**src/rtl/can_tx_mbox_arb_pkg.sv**
```systemverilog
// Shared types for the CAN transmit mailbox arbiter: frame type, FSM states and
// the arbitration key builder.
package can_pkg;

    localparam int KEY_W = 30;

    typedef enum logic [1:0] {
        FT_DATA,
        FT_REMOTE,
        FT_ERROR,
        FT_OVERLOAD
    } xmitFrameType;

    typedef enum logic [1:0] {
        IDLE,
        START,
        WAIT_BUSY,
        WAIT_DONE
    } can_state_t;

    // Mirrors CAN bus arbitration: base id, then IDE bit, then extended id bits.
    function automatic logic [KEY_W-1:0] prio_key(input logic [28:0] id, input logic fmt);
        return {id[28:18], fmt, fmt ? id[17:0] : 18'h0};
    endfunction

endpackage

```
**src/rtl/can_tx_mbox_arb_prio_sel.sv**
```systemverilog
// Combinational minimum-key selector across all valid mailboxes.
// Ties resolve to the lowest index.
module can_prio_sel
    import can_pkg::*;
#(
    parameter int NUM_MBOX = 4,
    parameter int IDX_W    = $clog2(NUM_MBOX)
) (
    input  logic [NUM_MBOX-1:0]       i_valid,
    input  logic [NUM_MBOX*KEY_W-1:0] i_keys,
    output logic [IDX_W-1:0]          o_idx,
    output logic                      o_valid
);

    logic [KEY_W-1:0] w_best_key;

    always_comb begin
        o_valid    = 1'b0;
        o_idx      = '0;
        w_best_key = '1;
        for (int i = 0; i < NUM_MBOX; i++) begin
            // Strict less-than keeps the earlier (lower) index on a tie.
            if (i_valid[i] && (!o_valid || (i_keys[i*KEY_W +: KEY_W] < w_best_key))) begin
                o_valid    = 1'b1;
                o_idx      = IDX_W'(i);
                w_best_key = i_keys[i*KEY_W +: KEY_W];
            end
        end
    end

endmodule

```
**src/rtl/can_tx_mbox_arb.sv**
```systemverilog
// CAN transmit mailbox bank with priority arbitration and a start/done handshake
// towards the bit-level transmitter.
module can_tx_mbox_arb
    import can_pkg::*;
#(
    parameter int NUM_MBOX      = 4,
    parameter int START_TIMEOUT = 255
) (
    input  logic                        clk,
    input  logic                        rst,
    input  logic                        wr_en,
    input  logic [$clog2(NUM_MBOX)-1:0] wr_sel,
    input  logic [28:0]                 wr_id,
    input  logic                        wr_format,
    input  logic [3:0]                  wr_datalen,
    input  logic [63:0]                 wr_data,
    input  xmitFrameType                wr_frametype,
    input  logic [NUM_MBOX-1:0]         abort_mask,
    output logic [NUM_MBOX-1:0]         pending,
    output logic                        wr_err,
    output logic                        tx_done,
    output logic                        tx_fail,
    output logic [$clog2(NUM_MBOX)-1:0] tx_idx,
    output logic                        startXmit,
    output logic [63:0]                 xmitdata,
    output logic [3:0]                  datalen,
    output logic [28:0]                 id,
    output logic                        format,
    output xmitFrameType                frameType,
    input  logic                        busy
);

    localparam int IDX_W = $clog2(NUM_MBOX);
    localparam int CNT_W = $clog2(START_TIMEOUT + 1);
    localparam logic [CNT_W-1:0] CNT_LAST = CNT_W'(START_TIMEOUT - 1);

    logic [28:0]  r_mb_id   [NUM_MBOX];
    logic         r_mb_fmt  [NUM_MBOX];
    logic [3:0]   r_mb_len  [NUM_MBOX];
    logic [63:0]  r_mb_data [NUM_MBOX];
    xmitFrameType r_mb_ft   [NUM_MBOX];

    logic [NUM_MBOX-1:0] r_pending;
    can_state_t          r_state;
    logic [IDX_W-1:0]    r_idx;
    logic [CNT_W-1:0]    r_cnt;
    logic                r_start;
    logic                r_wr_err;
    logic                r_tx_done;
    logic                r_tx_fail;
    logic [IDX_W-1:0]    r_tx_idx;
    logic [63:0]         r_xmitdata;
    logic [3:0]          r_datalen;
    logic [28:0]         r_id;
    logic                r_format;
    xmitFrameType        r_frame_type;

    logic [NUM_MBOX*KEY_W-1:0] w_keys;
    logic [IDX_W-1:0]          w_win_idx;
    logic                      w_win_vld;
    logic                      w_fly_vld;
    logic [IDX_W-1:0]          w_fly_idx;
    logic [NUM_MBOX-1:0]       w_fly_vec;
    logic                      w_wr_ok;
    logic                      w_wr_err;

    always_comb begin
        w_keys = '0;
        for (int i = 0; i < NUM_MBOX; i++) begin
            w_keys[i*KEY_W +: KEY_W] = prio_key(r_mb_id[i], r_mb_fmt[i]);
        end
    end

    can_prio_sel #(
        .NUM_MBOX (NUM_MBOX),
        .IDX_W    (IDX_W)
    ) u_prio_sel (
        .i_valid (r_pending),
        .i_keys  (w_keys),
        .o_idx   (w_win_idx),
        .o_valid (w_win_vld)
    );

    // The winner being captured in IDLE is already treated as in flight.
    always_comb begin
        w_fly_vld = (r_state != IDLE) || w_win_vld;
        w_fly_idx = (r_state == IDLE) ? w_win_idx : r_idx;
        w_fly_vec = '0;
        for (int i = 0; i < NUM_MBOX; i++) begin
            w_fly_vec[i] = w_fly_vld && (w_fly_idx == IDX_W'(i));
        end
        w_wr_ok  = wr_en && (int'(wr_sel) < NUM_MBOX) && !(w_fly_vld && (wr_sel == w_fly_idx));
        w_wr_err = wr_en && !w_wr_ok;
    end

    always_ff @(posedge clk) begin
        if (w_wr_ok) begin
            r_mb_id[wr_sel]   <= wr_id;
            r_mb_fmt[wr_sel]  <= wr_format;
            r_mb_len[wr_sel]  <= (wr_datalen > 4'd8) ? 4'd8 : wr_datalen;
            r_mb_data[wr_sel] <= wr_data;
            r_mb_ft[wr_sel]   <= wr_frametype;
        end
    end

    always_ff @(posedge clk) begin
        if (rst) begin
            r_pending    <= '0;
            r_state      <= IDLE;
            r_idx        <= '0;
            r_cnt        <= '0;
            r_start      <= 1'b0;
            r_wr_err     <= 1'b0;
            r_tx_done    <= 1'b0;
            r_tx_fail    <= 1'b0;
            r_tx_idx     <= '0;
            r_xmitdata   <= '0;
            r_datalen    <= '0;
            r_id         <= '0;
            r_format     <= 1'b0;
            r_frame_type <= FT_DATA;
        end else begin
            r_wr_err  <= w_wr_err;
            r_tx_done <= 1'b0;
            r_tx_fail <= 1'b0;

            for (int i = 0; i < NUM_MBOX; i++) begin
                if (!w_fly_vec[i]) begin
                    if (w_wr_ok && (wr_sel == IDX_W'(i))) begin
                        r_pending[i] <= 1'b1;
                    end else if (abort_mask[i]) begin
                        r_pending[i] <= 1'b0;
                    end
                end
            end

            case (r_state)
                IDLE: begin
                    if (w_win_vld) begin
                        r_idx        <= w_win_idx;
                        r_id         <= r_mb_id[w_win_idx];
                        r_format     <= r_mb_fmt[w_win_idx];
                        r_datalen    <= r_mb_len[w_win_idx];
                        r_xmitdata   <= r_mb_data[w_win_idx];
                        r_frame_type <= r_mb_ft[w_win_idx];
                        r_state      <= START;
                    end
                end
                START: begin
                    r_start <= 1'b1;
                    r_cnt   <= '0;
                    r_state <= WAIT_BUSY;
                end
                WAIT_BUSY: begin
                    if (busy) begin
                        r_start <= 1'b0;
                        r_state <= WAIT_DONE;
                    end else if (r_cnt == CNT_LAST) begin
                        r_start   <= 1'b0;
                        r_tx_fail <= 1'b1;
                        r_tx_idx  <= r_idx;
                        r_state   <= IDLE;
                    end else begin
                        r_cnt <= r_cnt + 1'b1;
                    end
                end
                WAIT_DONE: begin
                    if (!busy) begin
                        r_pending[r_idx] <= 1'b0;
                        r_tx_done        <= 1'b1;
                        r_tx_idx         <= r_idx;
                        r_state          <= IDLE;
                    end
                end
                default: r_state <= IDLE;
            endcase
        end
    end

    assign pending   = r_pending;
    assign wr_err    = r_wr_err;
    assign tx_done   = r_tx_done;
    assign tx_fail   = r_tx_fail;
    assign tx_idx    = r_tx_idx;
    assign startXmit = r_start;
    assign xmitdata  = r_xmitdata;
    assign datalen   = r_datalen;
    assign id        = r_id;
    assign format    = r_format;
    assign frameType = r_frame_type;

endmodule

```
**config.mk**
```make
export PLATFORM = sky130hd
export DESIGN_NAME = can_tx_mbox_arb
export DESIGN_NICKNAME = d
export VERILOG_FILES = /design/src/rtl/can_tx_mbox_arb_pkg.sv /design/src/rtl/can_tx_mbox_arb_prio_sel.sv /design/src/rtl/can_tx_mbox_arb.sv
export SDC_FILE = /design/constraint.sdc
export NUM_CORES = 1
export LEC_CHECK = 0
export CAP_MARGIN = 20
export CORE_UTILIZATION = 52
export CTS_CLUSTER_SIZE = 25
export DETAILED_ROUTE_END_ITERATION = 8
export PLACE_DENSITY = 0.74
export SETUP_SLACK_MARGIN = 0.05
export SKIP_CTS_REPAIR_TIMING = 1
export SYNTH_ARGS = -nofsm -noshare
export SYNTH_HDL_FRONTEND = slang
export SYNTH_SLANG_ARGS = --single-unit
```
**constraint.sdc**
```tcl
create_clock -name clk -period 20 [get_ports clk]
set_input_delay 4 -clock clk [delete_from_list [all_inputs] [get_ports clk]]
set_output_delay 4 -clock clk [all_outputs]
set_load 0.01 [all_outputs]
```
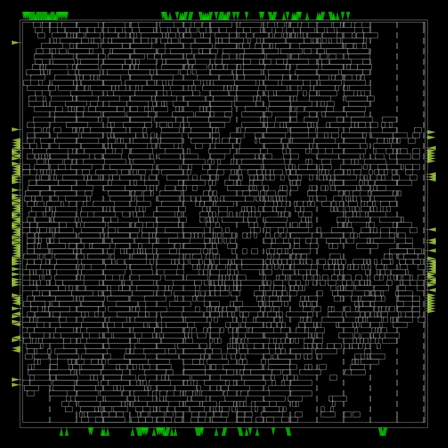
Fig. 1. Cell placement (run 1).
Fillers: 3326
post-layout util: 0.628
fraction of area in registers: 0.536

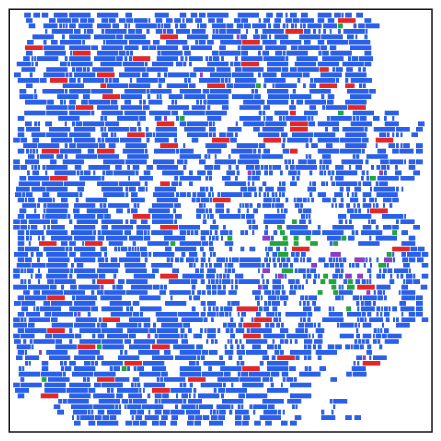
Fig. 2. Cells by drive strength (run 1).
Drawn at 2 px/um.
- _0 and _1 cells: blue (cells 1933; share 94%; most used edfxtp_1)
- _2 cells: purple (cells 22; share 1.1%; most used clkinv_2)
- _6 and larger: red (cells 60; share 2.9%; most used clkbuf_16)
- _3 and _4 cells: green (cells 35; share 1.7%; most used buf_4)
cell area after layout: 27000 um2
Buffers excl. clock: 241
area grow syn2layout: 19.2%
final worst slack: 9.18 ns

==> flow_summary.yaml, run 1 <==
# yosys + openroad results
worst_setup_path:
  ff2ff_setup_slack_ns: 9.18
  start_kind: "register"
  crit_slowest_cell: "buf_4"
  worstPathRequired_ns: 20.21
  cp_data_arrival_time_ns: 11.04
  critPathKind: "register to register"
  end_kind: "register"
logic_synthesis:
  edf_count: 400
  yosysChipArea_um2: 22600
  synth_area_um2: 22600
  synthArstFlopShare: 0
  yosysCellCount: 1815
run_status:
  status: "finished clean"
clock_tree:
  clockBufferDepth: 3
  clk_pin_slew_ns: 0.06
  cts_tree: "built"
  cts_sinks: 522
  h-tree-depth: 2
  cts_buffers: 52
floorplanning:
  initial_core_util: 0.526
  ios: 220
  dieArea_um2: 44400
global_route:
  grt_first_pass_wirelength_um: 85500
  grt_pass1_vias: 15300
  gr-total-overflow: 0
detailed_routing:
  wirelength_um: 55800
  drt_iter0_markers: 1076
  wire_per_inst_um: 21.2
  first_pass_iters: 5
final_timing:
  tightest_slew_ns: 1.18
  period_minus_slack_ns: 10.82
  skew_ns: 0.0237
  tns_ns: 0
  rsz0062_at_grt: "false"
  timing.final.crit_share: 0.541
  max_freq_ghz: 0.0924
place:
  placedCellCount: 2537
  postPlaceCellArea_um2: 25400
job:
  warnings: 27
  drv_cap: 0
layout:
  nets: 2205
hold_path:
  whs_path_depth: 2
  hold_path_class: "register to register"
power:
  power_per_cell_area_nw_per_um2: 106
  ir_drop_v: 0.0000752
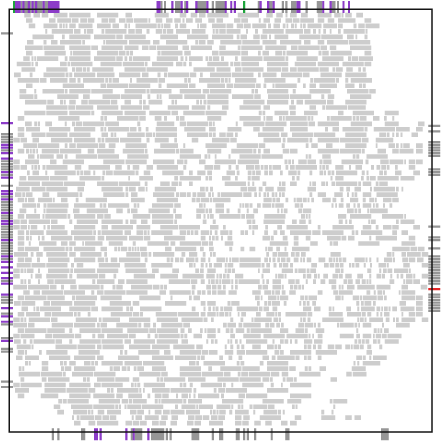
Fig. 3. Ports around the boundary (run 1).
Drawn at 2 px/um. Pins as bars across the die edge, other pins in gray.
- wr_frametype: green (pins 2; direction input; edge north)
- wr_data: purple (pins 64; direction input; edge 33 north, 25 west, 6 south)
- busy: red (pins 1; direction input; edge east)
- all pins by edge: 77 north, 66 west, 43 south, 34 east
Die Y: 211 um
I/O Buffers: 219
Die W: 211 um

## run 1: power by group
group | switching [mW] | internal, mW
registers | 0.0531 | 1.28
clock network | 0.412 | 0.502
logic | 0.356 | 0.245
total | 0.821 | 2.03
## run 1: cells in the mapped netlist (3+ instances only)
master	number	area, um2
xor2_1	3	26.3
o21ai_1	15	75.1
and3_1	5	31.3
inv_1	9	33.8
a21o_1	9	67.6
or3_1	3	18.8
nand2b_1	8	50.1
nor4_1	7	43.8
and2_1	54	338
a21boi_0	17	128
o21a_1	7	52.6
o31ai_1	3	22.5
nand4_1	17	106
nor3_1	116	581
nor2b_1	19	119
clkbuf_1	65	244
or2_2	4	25.0
o21ai_0	106	531
buf_2	30	150
a41oi_1	3	26.3
edfxtp_1	400	12000
nand2_1	140	526
ha_1	89	1110
dfxtp_1	122	2440
nor2_1	96	360
buf_1	8	30.0
a31oi_1	5	31.3
a211oi_1	8	60.1
a21oi_1	195	976
a22oi_1	3	22.5
mux2i_1	200	2000
nand3_1	13	65.1
o21bai_1	3	22.5
## run 1: worst max-delay path, delay by kind of cell (launching register included)
family / cells / cell delay, ns
flops: 1 / 0.77
fa+ha+maj: 3 / 1.00
compound gates: 18 / 4.47
simple gates: 7 / 1.30
buf+inv: 4 / 2.67
## run 1: cells by family (layout without fill, tap and decap cells)
family	count (synthesis)	in the layout	share of synthesized area
buf+inv	113	348	0.0206
simple gates	490	490	0.103
compound gates	398	398	0.0990
flops	522	522	0.639
xor+xnor	3	3	0.00116
mux	200	200	0.0885
fa+ha+maj	89	89	0.0492
other cells	0	4	0
## run 1: routing by layer
metal	global-route usage	wire length, um	share of wire
met1	0.335	24600	0.44
met2	0.411	26600	0.48
met3	0.0498	3400	0.061
met4	0.0745	1230	0.022
met5	0	55	0.00098
## run 1: cell type report
cell class	count	area, um2	area share
antenna	4	10.0	0.000371
clock buffer	70	1420	0.0526
clock inverter	28	180	0.00668
inverter	9	33.8	0.00125
multi-input combinational	1180	7790	0.289
sequential	522	14500	0.536
tap	585	732	0.0271
timing repair buffer	241	2360	0.0874
## run 1: flip-flops by register name (all words and copies together) (netlist names)
register and cells:
r_mb_data 256, tx_idx 2, pending 4, r_mb_ft 8, r_cnt 8, r_mb_len 16, r_mb_id 116, tx_done 1
tx_fail 1, r_mb_fmt 4, r_state 2, frameType 2, format 1, wr_err 1, xmitdata 64, r_idx 2
id 29, startXmit 1, datalen 4
## run 1: cell usage in the layout, fill, tap and decap left out, drive strengths merged, types with 4 or more instances in the layout
cell type	synthesis	routed
clkinv	0	21
nor2	96	96
or2	5	5
nand2b	8	8
edfxtp	400	400
o21ai	121	121
a31oi	5	5
nand3	13	13
dfxtp	122	122
nand4	17	17
nor3	116	116
nand2	140	140
a21boi	18	18
buf	39	22
nor4	7	7
clkbuf	65	70
clkinvlp	0	4
o21a	7	7
a211oi	8	8
clkdlybuf4s50	0	219
a21oi	196	196
ha	89	89
and2	54	54
diode	0	4
mux2i	200	200
a21o	9	9
and3	5	5
nor2b	19	19
inv	9	12
Fig. 4: run 1, I/O nets highlighted
Drawn at 1.5 px/um.
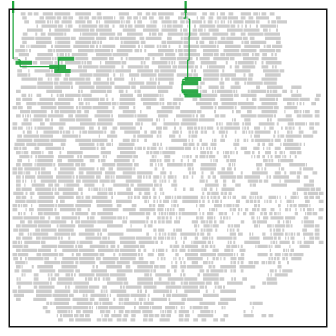

--- run 2 (diff from run 1) ---
--- a/config.mk
+++ b/config.mk
@@ -9,7 +9,7 @@
 export CORE_UTILIZATION = 52
 export CTS_CLUSTER_SIZE = 25
 export DETAILED_ROUTE_END_ITERATION = 8
-export PLACE_DENSITY = 0.74
+export PLACE_DENSITY = 0.77
 export SETUP_SLACK_MARGIN = 0.05
 export SKIP_CTS_REPAIR_TIMING = 1
 export SYNTH_ARGS = -nofsm -noshare
==> constraint.sdc (replaced) <==
create_clock -name clk -period 9.85 [get_ports clk]
set_input_delay 1.97 -clock clk [delete_from_list [all_inputs] [get_ports clk]]
set_output_delay 1.97 -clock clk [all_outputs]
set_load 0.01 [all_outputs]
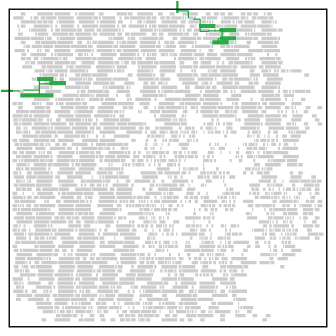
Fig. 5. I/O nets highlighted (run 2).
Drawn at 1.5 px/um.
- wr_frametype: green (bits 2; direction input; edge 1 west, 1 north; end cells 8; buffers 2; wire 104 um)
IO Pins: 220

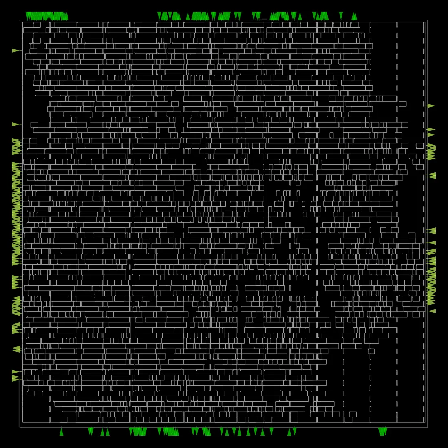
Fig. 6. Cell placement (run 2).
# Taps: 585
core box area: 43000 um2
post-layout util: 0.636
seq_cells: 522

==> run 2 against run 1 <==
Compared with the run above:
- sequential power grew 100%
- combinational power up 100%
- clock skew increased by 0.0075 ns
- global-route usage grew 0.80 points
- largest cell class unchanged
- critical endpoint unchanged
==> flow_summary.yaml, run 2 <==
# yosys + openroad results
run_status:
  status: "finished clean"
worst_setup_path:
  crit_slowest_cell: "dfxtp_2"
  cp_data_arrival_time_ns: 9.23
  worstPathRequired_ns: 10.12
  cp_top_family: "AND-OR/OR-AND gates"
  critPathKind: "register to register"
job:
  warnings: 27
logic_synthesis:
  synth_area_um2: 22600
  ys_top_logic_family: "simple AND/OR/NAND/NOR gates"
  yosys.area.top_type: "edfxtp_1"
  mux_area_frac: 0.0885
  yosysCellCount: 1815
  common_cells: "edfxtp_1, mux2i_1, a21oi_1"
  fa_ha_area_frac: 0.0492
  top_area_frac: 0.531
  area_leaders: "edfxtp_1, dfxtp_1, mux2i_1, ha_1, a21oi_1"
  yosysChipArea_um2: 22600
  synth.cellmix.simpleShare: 0.103
power:
  intPower_mw: 4.30
  ir_drop_v: 0.000181
  power_frac_comb: 0.206
  clkPwrFrac: 0.339
  p_sw_frac: 0.279
layout:
  fin_area_um2: 27300
  areaGrowthSynthToFinish_pct: 20.8
  largest-register: "r_mb_data"
  layout_top_cells: "edfxtp_1, clkdlybuf4s50_1, mux2i_1"
  layout_top_cell: "edfxtp_1"
  largest_reg_flops: 256
  final-seq-area_um2: 14500
hold_path:
  whs_path_depth: 2
floorplanning:
  dieArea_um2: 44400
detailed_routing:
  wire_per_inst_um: 21.5
  first_pass_iters: 5
  met2_length_um: 27100
  wl_met1_um: 24300
  drt_iter0_markers: 1136
clock_tree:
  clockBufferDepth: 3
  cts_tree: "built"
  cts_sinks: 522
  cts_buffers: 50
place:
  postPlaceCellArea_um2: 25600
  placedCellCount: 2546
  port-buffer-count: 219
global_route:
  grt_first_pass_wirelength_um: 88000
  gr-total-overflow: 0
final_timing:
  tns_ns: 0
  max_freq_ghz: 0.112
  period_minus_slack_ns: 8.96
## run 2: cell type report
class                   instances  area share
flip-flops and latches        522       0.529
multi-input cells            1180       0.286
repair buffers                250      0.0928
clock buffers                  65      0.0524
well taps                     585      0.0268
clock inverters                28      0.0121
inverters                       9     0.00124
diodes                          1   0.0000915
## run 2: kinds of logic (layout without fill, tap and decap cells)
family,Yosys count,after routing
flops,522,522
simple gates,490,490
compound gates,398,398
mux,200,200
buf+inv,113,352
fa+ha+maj,89,89
xor+xnor,3,3
other cells,0,1
## run 2: per-stage QoR
step           hold WS [ns]  total power, mW
6_report              0.452             5.97
5_1_grt               0.472             6.21
4_1_cts               0.453             6.00
3_5_place_dp          0.443             3.98
3_3_place_gp          0.436             3.95
2_1_floorplan         0.440             3.46
## run 2: worst paths after layout
check	from	end
worst min-delay path	xmitdata[3]$_SDFFE_PP0P_	xmitdata[3]$_SDFFE_PP0P_
worst max-delay path	pending[0]$_SDFF_PP0_	r_mb_id[0][2]$_DFFE_PP_
worst min register to register	xmitdata[3]$_SDFFE_PP0P_	xmitdata[3]$_SDFFE_PP0P_
worst max register to register	pending[0]$_SDFF_PP0_	r_mb_id[0][2]$_DFFE_PP_
## run 2: layer usage
| layer | global-route usage | vias to the layer above |
|---|---|---|
| li1 | - | 7197 |
| met1 | 0.340 | 7478 |
| met2 | 0.422 | 465 |
| met3 | 0.0569 | 112 |
| met4 | 0.0877 | 10 |
| met5 | 0 | - |
## run 2: tightest hold or removal path: cells and delay by family (launching register included)
| kind | cells | cell delay (ns) |
|---|---|---|
| compound gates | 1 | 0.05 |
| flops | 1 | 0.31 |
| simple gates | 1 | 0.05 |
## run 2: power groups by stage
stage	registers, mW	logic [mW]	clock network, mW
3_5_place_dp	2.76	1.22	0
2_1_floorplan	2.77	0.691	0
3_3_place_gp	2.75	1.20	0
4_1_cts	2.71	1.23	2.05
6_report	2.72	1.23	2.02
5_1_grt	2.74	1.34	2.13
Power figures rest on the tool's default switching activity, not on a simulated workload.
